run_1/gates.png
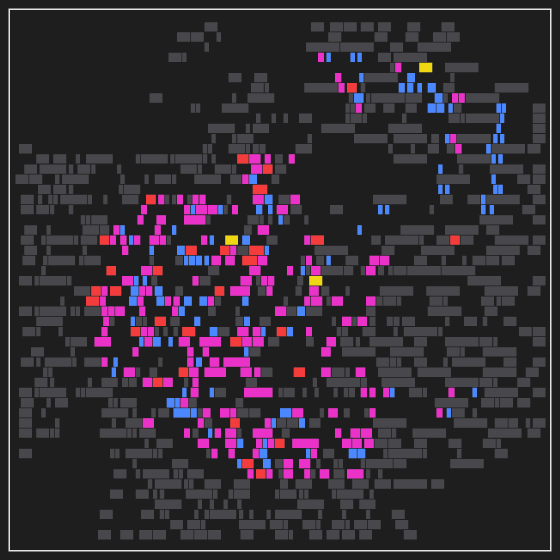
run_1/sizing.png
The bar under the picture is 50 um long.
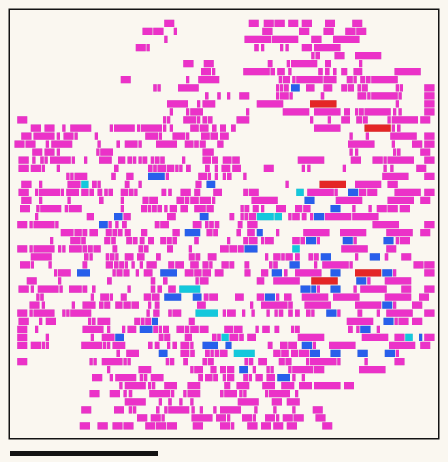
run_1/ff_map.png
Other sequential cells in the stronger grey, the rest of the logic in the fainter grey.
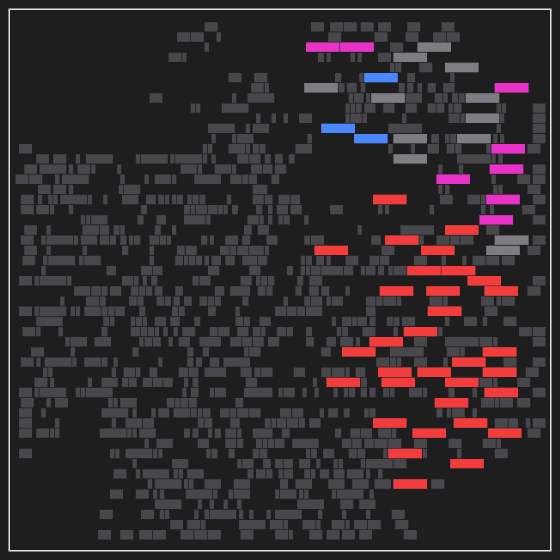
==> config.mk <==
export PLATFORM = sky130hd
export DESIGN_NAME = lif_sweep_ctrl
export DESIGN_NICKNAME = d
export VERILOG_FILES = /design/src/rtl/lif_pkg.sv /design/src/rtl/lif_update.sv /design/src/rtl/lif_sweep_ctrl.sv
export SDC_FILE = /design/constraint.sdc
export NUM_CORES = 1
export LEC_CHECK = 0
export CORE_MARGIN = 1
export CORE_UTILIZATION = 30
export DETAILED_ROUTE_END_ITERATION = 16
export PLACE_DENSITY = 0.55
export SLEW_MARGIN = 20
export SYNTH_ARGS = -nofsm -noshare
export SYNTH_HDL_FRONTEND = slang
export SYNTH_SLANG_ARGS = --single-unit
==> constraint.sdc <==
create_clock -name clk -period 5.58 [get_ports clk]
set_input_delay 0.558 -clock clk [delete_from_list [all_inputs] [get_ports clk]]
set_output_delay 0.558 -clock clk [all_outputs]
set_load 0.02 [all_outputs]
==> notes.md, run 1 <==
Flow results.

- The flow ran to the end, and the final reports show no timing, DRC or antenna violations.
- The routed wire length is 16400 um.
- The top logic cell family in the synthesized netlist is simple AND/OR/NAND/NOR gates.
- The script parses the final routing iteration and logs DRC violations as 0.
- Along the critical path, the tally of buffer and inverter instances is 4.
- STA classifies the critical path startpoint as a primary input.
- The power dissipated in the clock network is between 0.3 and 0.4 mW.
- Per the timing report, the biggest fanout along the worst path comes to 30.
- According to the I/O placement log, the pin count is 127.
- The kind of cell with the highest combined delay on the critical path is simple AND/OR/NAND/NOR gates.
- The insertion delay of the later-clocked pin in the worst-skew pair is 290 ps.
- The site row count is 51.
- The register bit total from synthesis is 55.
- The instance area at placement is 7507 um2.
- The fraction of power consumed by sequential logic is 0.234.
- The cell type with the largest total area after synthesis is dfrtp_1.
- The final layout report lists a filler cell count of 2048.
- The count of instances resized after the clock tree is built is 0.
- The met3 global-route usage is 0.009934.
- The final total negative setup slack is 0 ps.
- For reference, the final report shows the max-slew violation count at 0.
- The CTS tree is done.
- The total of max-cap violations is 0.
- According to the tapcell log, the count of inserted taps is about 270.
- The depth of the worst register-to-register path is 5.
- In this run, synthesis inferred 0 flip-flops with an integrated enable.
- Cell internal power was estimated by the tool at 1.509 mW.
- The via total after detailed routing is 5570.
- The combinational group power is roughly 1.9 mW.
- Entering global routing, the biggest net connects 56 pins.
- The routed length on met2 is 7162 um.
- The multiplexer area fraction after synthesis is 0.004923.
- In the final routed layout, each cell accounts on average for around 15 um.
- Summed over all routing layers, the global router reports a total usage of 0.1626.
- The clock skew is a little under 10 ps.
- The average footprint of a synthesized cell is ~8 um2.
Back to the opening pictures, gates.png:
legend:
  mux cells:
    colour: yellow
    cells: 3
  nand cells:
    colour: blue
    cells: 102
  aoi and oai cells:
    colour: magenta
    cells: 156
  non-inverting ao/oa cells:
    colour: red
    cells: 30
logic share of the area: 0.5206
Top cell excl fill/tap: inv_1
final cell count without fillers: 1130

Back to the opening pictures, sizing.png:
legend:
  x3 and x4:
    colour: cyan
    cells: 10
    share: 1.2%
  x2:
    colour: blue
    cells: 49
    share: 5.7%
  x1 and smaller:
    colour: magenta
    cells: 801
    share: 93%
  x6 and larger:
    colour: red
    cells: 5
    share: 0.58%
count of non-CTS buffers in the layout: 132
PnR worst setup slack: 601.1 ps

Back to the opening pictures, ff_map.png:
legend:
  `state`:
    colour: blue
    placed_flops: 3
  `spike_id`:
    colour: magenta
    placed_flops: 8
  `sram_wdata`:
    colour: red
    placed_flops: 32
not coloured: 12
flop share of the area: 0.1800
FF/Latch Area: 1376 um2

-- run 1: stage by stage --
step	worst slack [ps]	power, mW	instances	hold WS, ps
after global placement	366.9	2.579	1122	459.3
after global routing	362.4	3.130	1130	510.5
final	601.1	2.880	1130	477.1
after floorplan	1328	1.935	767	478.7
after detailed placement	314.3	2.591	1122	466.7
after CTS	602.7	2.904	1130	481.9
-- run 1: synth_stat cells, drive strengths merged, types with 14 or more instances --
| cell | count |
|---|---|
| inv | 137 |
| nor2 | 76 |
| nand2 | 62 |
| dfrtp | 55 |
| a21oi | 53 |
| nor3 | 46 |
| o21ai | 37 |
| ha | 34 |
| fa | 31 |
| buf | 27 |
| a211oi | 23 |
| nand4 | 17 |
| xor2 | 16 |
| clkbuf | 15 |
| nand3 | 14 |
run_1/clock_wires.png
The bar under the picture is 50 um long.
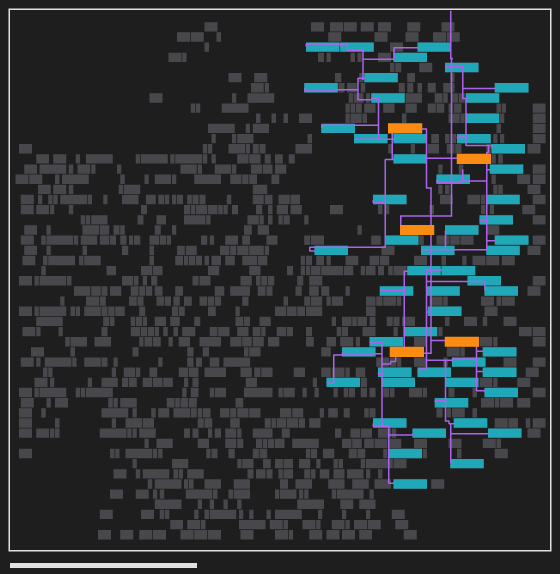

==> run 2: changes to the inputs <==
==> constraint.sdc (replaced) <==
create_clock -name clk -period 4.7 [get_ports clk]
set_input_delay 0.47 -clock clk [delete_from_list [all_inputs] [get_ports clk]]
set_output_delay 0.47 -clock clk [all_outputs]
set_load 0.02 [all_outputs]
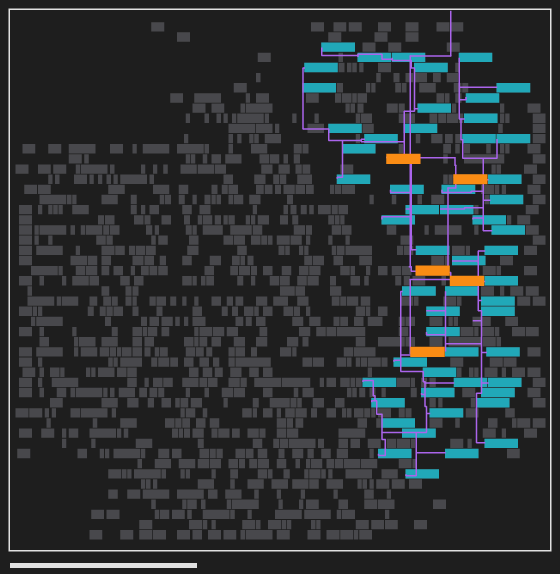
run_2/clock_wires.png
The bar under the picture is 50 um long.
legend:
  flip-flops:
    colour: cyan
    count: 55
  clock-net drivers:
    colour: orange
    count: 5
  clock wires:
    colour: purple
    length: 678 um
routed clock nets: 6
power of the clock network: 0.429 mW
final setup skew: 7.065 ps
Skew-Pair Late Insertion Delay: 290 ps
share of total power in the clock network: 0.115

==> run 2 against run 1 <==
Compared with the run above: total power up 30%; non-clock buffer count up 91; combinational power up 32%; routed wire length up 4.9%; final cell count up 8.1%; critical path type unchanged.
==> notes.md, run 2 <==
Flow results.

- Of the combinational cells, the family taking the most area is simple AND/OR/NAND/NOR gates.
- The placement-stage worst setup slack is -152.6 ps.
- The register bit total from synthesis is around 55.
- The instance area at placement is just over 8000 um2.
- In the final report, the number of pins over their slew limit comes to 0.
- Fill cells in the final layout number 2054.
- The script logs the mean routed wire length per placed instance as 14.09 um.
- Summed over all layers, the routed wires come to between 15000 and 20000 um.
- The average footprint of a synthesized cell is 7.953 um2.
- STA classifies the critical path startpoint as a primary input.
- The tally of non-filler cells in the final layout is about 1200.
- Overall routing resource usage recorded by global route was 0.1692.
- Per the layout area report, the register area comes to between 1000 and 1500 um2.
- The flow ran to the end, and the final reports show no timing, DRC or antenna violations.
- The site row count is 51.
- The maximum fanout encountered on the critical timing path is 11.
- Counting only logic cells after layout, the most numerous master is inv_1.
- The met3 global-route usage is 0.009934.
- Logic depth along the worst register-to-register path is recorded as 5.
- The final route contains 5867 vias.
- The cell type with the largest total area after synthesis is dfrtp_1.
-- run 2: final cells by class --
cell class	instances	share of cell area
Multi-Input combinational cell	533	0.4743
Timing Repair Buffer	223	0.2415
Sequential cell	55	0.1633
Inverter	137	0.06100
Tap cell	265	0.03933
Clock buffer	6	0.01647
Clock inverter	2	0.004156
-- run 2: power breakdown --
group          switching [mW]  internal, mW  leakage, nW
clock                   0.164         0.265       0.0868
combinational            1.38          1.14         3.18
sequential              0.135         0.663        0.684
-- run 2: repair_timing --
item / CTS / global route
endpoints found under the setup margin: 0 / 27
gates resized: 0 / 4
hold buffers: 0 / 0
-- run 2: worst max-delay path: cells and delay by family --
family          cells  cell delay, ps
simple gates        4             700
fa+ha+maj           2             940
compound gates      5            1360
xor+xnor            1             340
buf+inv             4             900
Power and IR drop assume default switching activity.
